Figure 1. Cell classes on the final placement (run 1).
Drawn at 10 px/um.
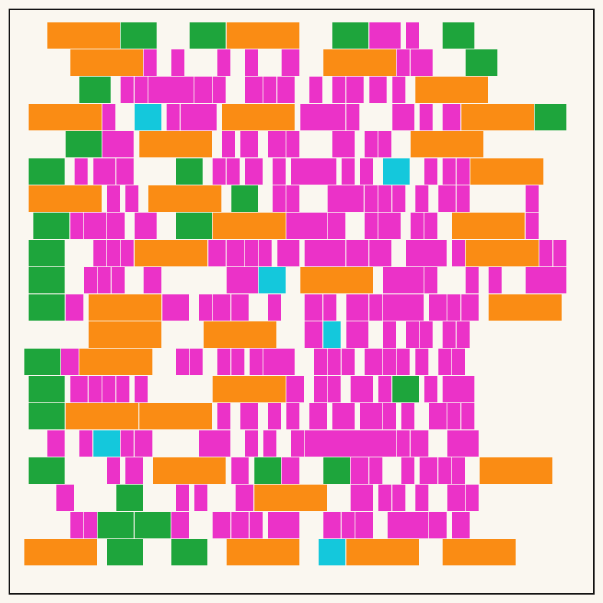
Figure 2. Sequential cells coloured by instance or generate block (run 1).
Drawn at 4 px/um.
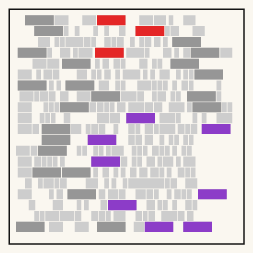
Figure 3. Metal 3 (run 1).
Drawn at 8 px/um. Cells faint in the background.
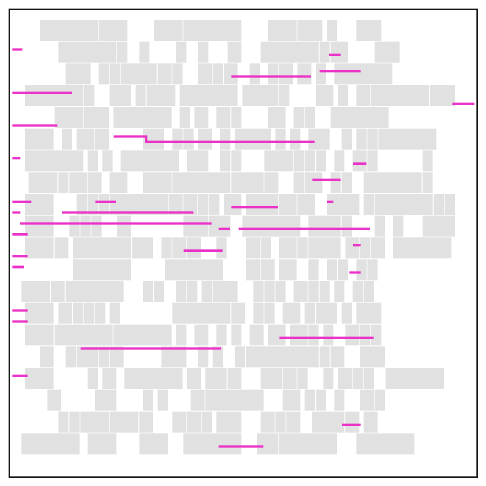
==> config.mk <==
export PLATFORM = sky130hd
export DESIGN_NAME = firebird7_in_gate2_occ_capture_seq
export DESIGN_NICKNAME = d
export VERILOG_FILES = /design/src/rtl/firebird7_in_gate2_occ_seq_pkg.sv /design/src/rtl/firebird7_in_gate2_occ_seq_cnt.sv /design/src/rtl/firebird7_in_gate2_occ_capture_seq.sv
export SDC_FILE = /design/constraint.sdc
export NUM_CORES = 1
export LEC_CHECK = 0
export ABC_AREA = 1
export CORE_UTILIZATION = 53
export CTS_CLUSTER_SIZE = 8
export DETAILED_ROUTE_END_ITERATION = 8
export PLACE_DENSITY = 0.77
export SETUP_SLACK_MARGIN = 0.5
export SLEW_MARGIN = 20
export SYNTH_ARGS = -nofsm -noshare
export SYNTH_HDL_FRONTEND = slang
export SYNTH_SLANG_ARGS = --single-unit
==> constraint.sdc <==
create_clock -name slow_clock -period 2.3 [get_ports slow_clock]
set_clock_uncertainty 0.2 [all_clocks]
set_input_delay 0.46 -clock slow_clock [delete_from_list [all_inputs] [get_ports slow_clock]]
set_output_delay 0.46 -clock slow_clock [all_outputs]
set_load 0.02 [all_outputs]
==> results.ini, run 1 <==
[logic_synthesis]
mux_share = 0
synthAoiAreaFrac = 0.156
logic_family = simple AND/OR/NAND/NOR gates
ys_sh_xor = 0.0261
ys_sh_simple = 0.297
avgSynthCellArea_um2 = 6.92
ys_cells = 243
syn_inst = 243
fp_nets = 266
synthDistinctLibCells = 27

[setup_path]
path_class = flip-flop to flip-flop
cp_max_fo = 10
critical_path_depth = 10
endpoint_kind = flip-flop
r2r_cells = 10
crit_chain = inv_2 -> ha_4 -> nand2_1 -> nor2_4 -> nand2_4 -> buf_4 -> nand2_1 -> o21ai_2 -> nand3_1 -> a21oi_1
r2r_slack_ps = 550
required_ps = 2310
cp_num_buf_inv = 2
critical-path-slowest-cell = dfxtp_1
arrival_ps = 1760
start_kind = flip-flop
path_delay_family = simple AND/OR/NAND/NOR gates
cp_common_cell = nand2_1

[sta]
finalHoldViolCount = 0
setup-tns-final_ps = 0
whs_ps = 278
fin_crit_ps = 1750
max_freq_mhz = 571
finalClockPeriodUsage = 0.761
rsz0062_at_grt = true
layout_setup_ws_ps = 549
slew_headroom = 0.673

[cts]
cts_max_path_buffers = 2
path_clk_slew_ps = 100
cts_hold_buf = 0
cts-buffers-inserted = 5
htreeDepth = 2
cts_tree = done

[finish]
drive_gt1_frac = 0.147
nets = 296
utilization = 0.676
layout.cells.most_common_list = nand2_1 (49), nor2_1 (35), dfxtp_1 (33), inv_1 (28), o21ai_0 (20)
area_delta_synth_final_pct = 21.7

[detailed_routing]
drt-pass1-iter-count = 4
drt-met1-wl_um = 1680
drc = 0
routedWlPerCell_um = 11.7
vias = 1591
met2WireLength_um = 1720
top_layer_used = met4
ant_nets = 0
drt_iter0_drc = 48

[floorplan]
fp-utilization = 0.555
die_h_um = 58.3
die_w_um = 58.3
rows = 20
io_pins = 24

[run_status]
status = finished clean

[grt]
overflow = 0
grt_pass1_vias = 1332
grt_use_total = 0.230
met2_usage = 0.361
antenna_found_initial = 0

[power]
peakVddDrop_v = 0.000703
p_total_mw = 2.87
leakage_nw = 0.953
p_per_area_nw_per_um2 = 1400

[placed_design]
pre_cts_slack_ps = 292
post-place-cells = 306
port_buffers = 22
hpwl_um = 2440
gp_congestion = 0.819

[flow_run]
cap_viol_max_count = 0

[hold_path]
hp-class = flip-flop to flip-flop
hold_depth = 2

Back to the opening pictures, Figure 1:
- green: remaining buffers and delay cells (cells 28; share of their area 13%)
- orange: sequential cells (cells 33; share of their area 33%)
- magenta: combinational and other logic (cells 205; share of their area 52%)
- cyan: clock drivers and dummy loads (cells 6; share of their area 2.1%)
Core ar.: 3030 um^2
sequential cell area share: 0.323
fin area: 2050 um^2

Back to the opening pictures, Figure 2:
- purple: u_wait_cnt (placed flops 8)
- red: u_bit_cnt (placed flops 3)
- not coloured: 22
die area: 3400 um^2
Non-Filler Instances: 316

Back to the opening pictures, Figure 3:
- main direction: horizontal
- share of all routed wire: 4.9%
- nets with wire on the layer: 26
routing usage on met3: 0.0703
final WL: 3700 um

==> run 1: synthesized netlist by cell type <==
master    number  area share
nand2_1       51        0.11
nor2_1        38       0.085
dfxtp_1       33        0.39
inv_1         32       0.071
o21ai_0       20       0.060
a21oi_1       15       0.045
nand3_1       11       0.033
a31oi_1        4       0.015
nor2_2         4       0.015
buf_6          3       0.020
ha_1           3       0.022
inv_2          3      0.0067
nand4_1        3       0.011
o21ai_1        3      0.0089
xor2_1         3       0.016
nand2_2        2      0.0074
nand2_4        2       0.013
nand3_2        2       0.012
o21ai_2        2       0.010
xnor2_1        2       0.010
a32oi_1        1      0.0052
buf_1          1      0.0022
buf_2          1      0.0030
clkbuf_1       1      0.0022
nor2_4         1      0.0067
o211ai_1       1      0.0045
o22ai_2        1      0.0074
==> run 1: power breakdown <==
group / switching, mW / leakage [nW] / internal [mW]
logic: 1.04 / 0.655 / 0.636
registers: 0.138 / 0.272 / 0.756
clock network: 0.191 / 0.0269 / 0.106
==> run 1: what timing repair did <==
item | 4_1_cts | 5_1_grt
setup buffers | 0 | 3
endpoints found under the hold margin | 0 | 0
endpoints found under the setup margin | 13 | 12
cloned | 0 | 1
pin swaps | 1 | 2
gates resized | 10 | 10
==> run 1: cell families after synthesis <==
logic type	count (synthesis)
flip-flops	33
XOR/XNOR	5
buffers and inverters	41
AND-OR/OR-AND	47
AND/OR/NAND/NOR	114
adder cells (fa/ha/maj)	3
==> run 1: cell type report <==
class | instances | area [um^2]
tap | 44 | 55.1
clock inverter | 1 | 5.00
fill | 278 | 982
clock buffer | 5 | 37.5
timing repair buffer | 28 | 260
sequential | 33 | 661
multi-input combinational | 170 | 893
inverter | 35 | 134
==> run 1 -> run 2 <==
--- a/config.mk
+++ b/config.mk
@@ -6,10 +6,10 @@
 export NUM_CORES = 1
 export LEC_CHECK = 0
 export ABC_AREA = 1
-export CORE_UTILIZATION = 53
+export CORE_UTILIZATION = 48
 export CTS_CLUSTER_SIZE = 8
 export DETAILED_ROUTE_END_ITERATION = 8
-export PLACE_DENSITY = 0.77
+export PLACE_DENSITY = 0.73
 export SETUP_SLACK_MARGIN = 0.5
 export SLEW_MARGIN = 20
 export SYNTH_ARGS = -nofsm -noshare
==> constraint.sdc (replaced) <==
create_clock -name slow_clock -period 1.5 [get_ports slow_clock]
set_clock_uncertainty 0.2 [all_clocks]
set_input_delay 0.3 -clock slow_clock [delete_from_list [all_inputs] [get_ports slow_clock]]
set_output_delay 0.3 -clock slow_clock [all_outputs]
set_load 0.02 [all_outputs]
==> run 2 against run 1 <==
Compared with the run above:
- critical path depth down 1
- the flow now finishes with violations (setup timing)
- critical path type unchanged
- largest power group unchanged
- first-iteration DRC count grew to 2.5 times the previous value
- area after synthesis unchanged
- critical endpoint is now pat_q[1]$_SDFFE_PN0P_
- total power increased by 130%
- highest routed layer unchanged
- combinational power went up to 2.8 times the previous value
==> results.ini, run 2 <==
[sta]
finalClockPeriodUsage = 1.10  ; +0.337
whs_ps = 281  ; +2.82 ps
fin_crit_ps = 1650  ; -104 ps
worstMarginPinSlew_ps = 218
layout_setup_ws_ps = -147  ; -696 ps
finalHoldViolCount = 0  ; unchanged
slew_headroom = 0.854  ; +0.182
rsz0062_at_grt = true
slew_violations = 0
max_freq_mhz = 607  ; +6.3%
setup_viol = 26

[placed_design]
pre_cts_slack_ps = -244  ; -536 ps
hpwl_um = 3030  ; +24%
post-place-cells = 348  ; +14%
gp_congestion = 0.873  ; +6.7%
dpl_cell_area_um2 = 2320

[logic_synthesis]
yosysWarnings = 0
yosys.area.top_type_share = 0.393  ; unchanged
synth_chip_area_um2 = 1680
syn_inst = 243  ; unchanged
synthDistinctLibCells = 27  ; unchanged
synthArstFlopShare = 0  ; unchanged
synthTopCellsByCount = nand2_1 (51), nor2_1 (38), dfxtp_1 (33), inv_1 (32), o21ai_0 (20)
yosys-top-cells-area = dfxtp_1 (39%), nand2_1 (11%), nor2_1 (8.5%)
ys_cells = 243  ; unchanged
synth_area_um2 = 1680
synth_top_cell_by_area = dfxtp_1
synth_seq_share = 0.393
fp_nets = 266  ; unchanged
post-synth-top-count-cell = nand2_1
numSynthFlops = 33
synthFlopType = dfxtp_1
avgSynthCellArea_um2 = 6.92  ; unchanged
edf_count = 0  ; unchanged

[setup_path]
required_ps = 1560  ; -750 ps
arrival_ps = 1700  ; -60 ps
r2r_cells = 9  ; -1
max_stage_delay_ps = 360
critical_path_depth = 9  ; -1
cp_num_buf_inv = 3  ; +1
start_kind = flip-flop
path_class = flip-flop to flip-flop
crit_chain = inv_2 -> ha_4 -> nand2_4 -> buf_6 -> nand3_4 -> nand2_4 -> buf_6 -> o21ai_2 -> a31oi_1
cp_max_fo = 6  ; -4
critical-path-slowest-cell = dfxtp_2
path_delay_family = flip-flops
endpoint_kind = flip-flop
r2r_slack_ps = -150  ; -700 ps

[flow_run]
warning_count = 31
cap_viol_max_count = 0  ; unchanged

[cts]
cts_hold_buf = 0  ; unchanged
clk_latency_ps = 350
cts_tree = done
cts_root_buf = clkbuf_4
cts_sinks = 33
cts_max_path_buffers = 2  ; unchanged
htreeDepth = 2  ; unchanged
path_clk_slew_ps = 110  ; about the same

[grt]
met2_usage = 0.505  ; +0.143
use_met3 = 0.0609  ; -0.00941
top_usage_layer = met2
grt_use_total = 0.280  ; +0.0495
antenna_found_initial = 0  ; unchanged
grt_first_pass_wirelength_um = 7510
overflow = 0  ; unchanged
grt_pass1_vias = 1751  ; +31%
grt_max_degree = 11
met1_usage = 0.324

[finish]
regArea_um2 = 676  ; +2.3%
fillers = 184  ; -34%
layout.cells.most_common_list = nand2_1 (35), buf_4 (35), inv_1 (23), nor2_1 (23), dfxtp_1 (23)
drive_gt1_frac = 0.492  ; +0.345
combGateArea_um2 = 1170  ; +32%
nets = 343  ; +16%
diodes = 0
area_delta_synth_final_pct = 68.1
final_area_um2 = 2830  ; +38%

[floorplan]
io_pins = 24  ; unchanged
core_area_um2 = 3340  ; +10%
rows = 21  ; +5.0%
fp-utilization = 0.504  ; -0.0514

[detailed_routing]
drt_iter0_drc = 120  ; +150%
finalWirelength_um = 5560  ; +50%
vias_per_cell = 5.33
routedWlPerCell_um = 15.2  ; +29%
drt-pass1-iter-count = 4  ; unchanged
vias = 1956  ; +23%
ant_nets = 0  ; unchanged
drc = 0  ; unchanged

[hold_path]
hp-class = flip-flop to flip-flop
hold_depth = 2  ; unchanged

[run_status]
status = finished, violations left
violations = setup timing

[power]
peakVddDrop_v = 0.00151  ; +120%
p_per_area_nw_per_um2 = 2320  ; +66%
leakage_nw = 1.27  ; +34%

run 2: netlist changes by cell type in the layout (fill, tap and decap cells not counted), sizes merged:
cell,before,now
clkinv,1,0
dlygate4sd2,4,0
buf,6,58
clkbuf,5,7
clkinvlp,0,1
nand2,56,55
run 2: logic make-up (layout without fill, tap and decap cells):
group           Yosys count  in the layout  share of synthesized area
compound gates           47             47                      0.156
xor+xnor                  5              5                     0.0261
fa+ha+maj                 3              3                     0.0223
buf+inv                  41            119                      0.106
flops                    33             33                      0.393
simple gates            114            114                      0.297
run 2: repair_timing:
action,4_1_cts,5_1_grt
setup endpoints to repair,37,37
pin swaps,23,17
resized,95,37
buffers inserted,4,7
run 2: power by group:
part           leakage, nW  switching (mW)  internal, mW
logic                0.972            2.44          2.19
registers            0.276           0.242          1.18
clock network       0.0255           0.330         0.185
total                 1.27            3.01          3.56
run 2: worst register-to-register path: stages (launching register included):
cell and delay (ps):
dfxtp_2 360, inv_2 60, ha_4 160, nand2_4 60, buf_6 140, nand3_4 80, nand2_4 90, buf_6 140
o21ai_2 70, a31oi_1 210
run 2: metrics by stage:
step,setup TNS (ps),power (mW)
final,-1890,6.56
after global routing,-3330,6.91
after CTS,-714,5.72
after detailed placement,-4350,4.55
after global placement,-3670,4.48
after floorplan,-27.6,3.42
run 2: area by class of cell:
class | count | area share
Sequential cell | 33 | 0.239
Multi-Input combinational cell | 169 | 0.416
Clock inverter | 1 | 0.00266
Inverter | 35 | 0.0518
Tap cell | 46 | 0.0204
Timing Repair Buffer | 76 | 0.254
Clock buffer | 7 | 0.0159
run 2: layer usage:
layer / share of wire / wire length [um] / up-vias
met4: 0.027 / 151 / 0
met2: 0.52 / 2920 / 74
met1: 0.40 / 2220 / 932
met3: 0.051 / 281 / 19
li1: - / - / 931
met5: 0 / 0 / -
Figure 4. Ports around the boundary (run 2).
Drawn at 6 px/um. Pins as bars across the die edge, other pins in grey.
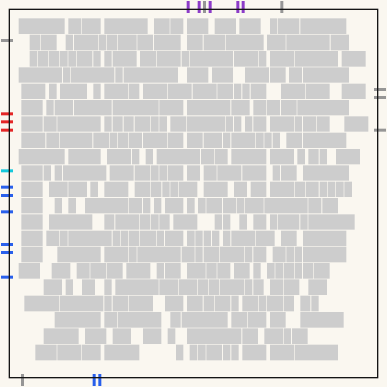
- red: pattern_len (pins 3; direction input; edge left)
- cyan: scan_en (pins 1; direction output; edge left)
- blue: capture_wait (pins 8; direction input; edge 6 left, 2 bottom)
- purple: pattern (pins 5; direction input; edge top)
Die Y: 61.2 um
port bufs: 22
die span in x: 61.2 um

Figure 5. Sequential cells coloured by instance or generate block (run 2).
Drawn at 4 px/um.
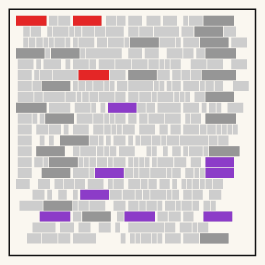
- red: u_bit_cnt (placed flops 3)
- purple: u_wait_cnt (placed flops 8)
- not coloured: 22
die area: 3740 um^2
Util after Layout: 0.847
Non-Filler Instances: 367

Figure 6. Clock routing (run 2).
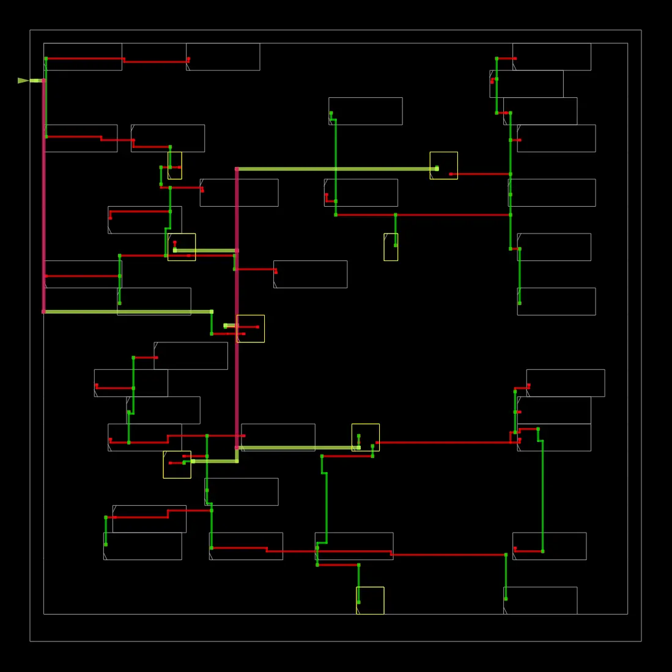
Clock Power: 0.515 mW
Num CTS Buffers: 5

Power figures rest on the tool's default switching activity, not on a simulated workload.
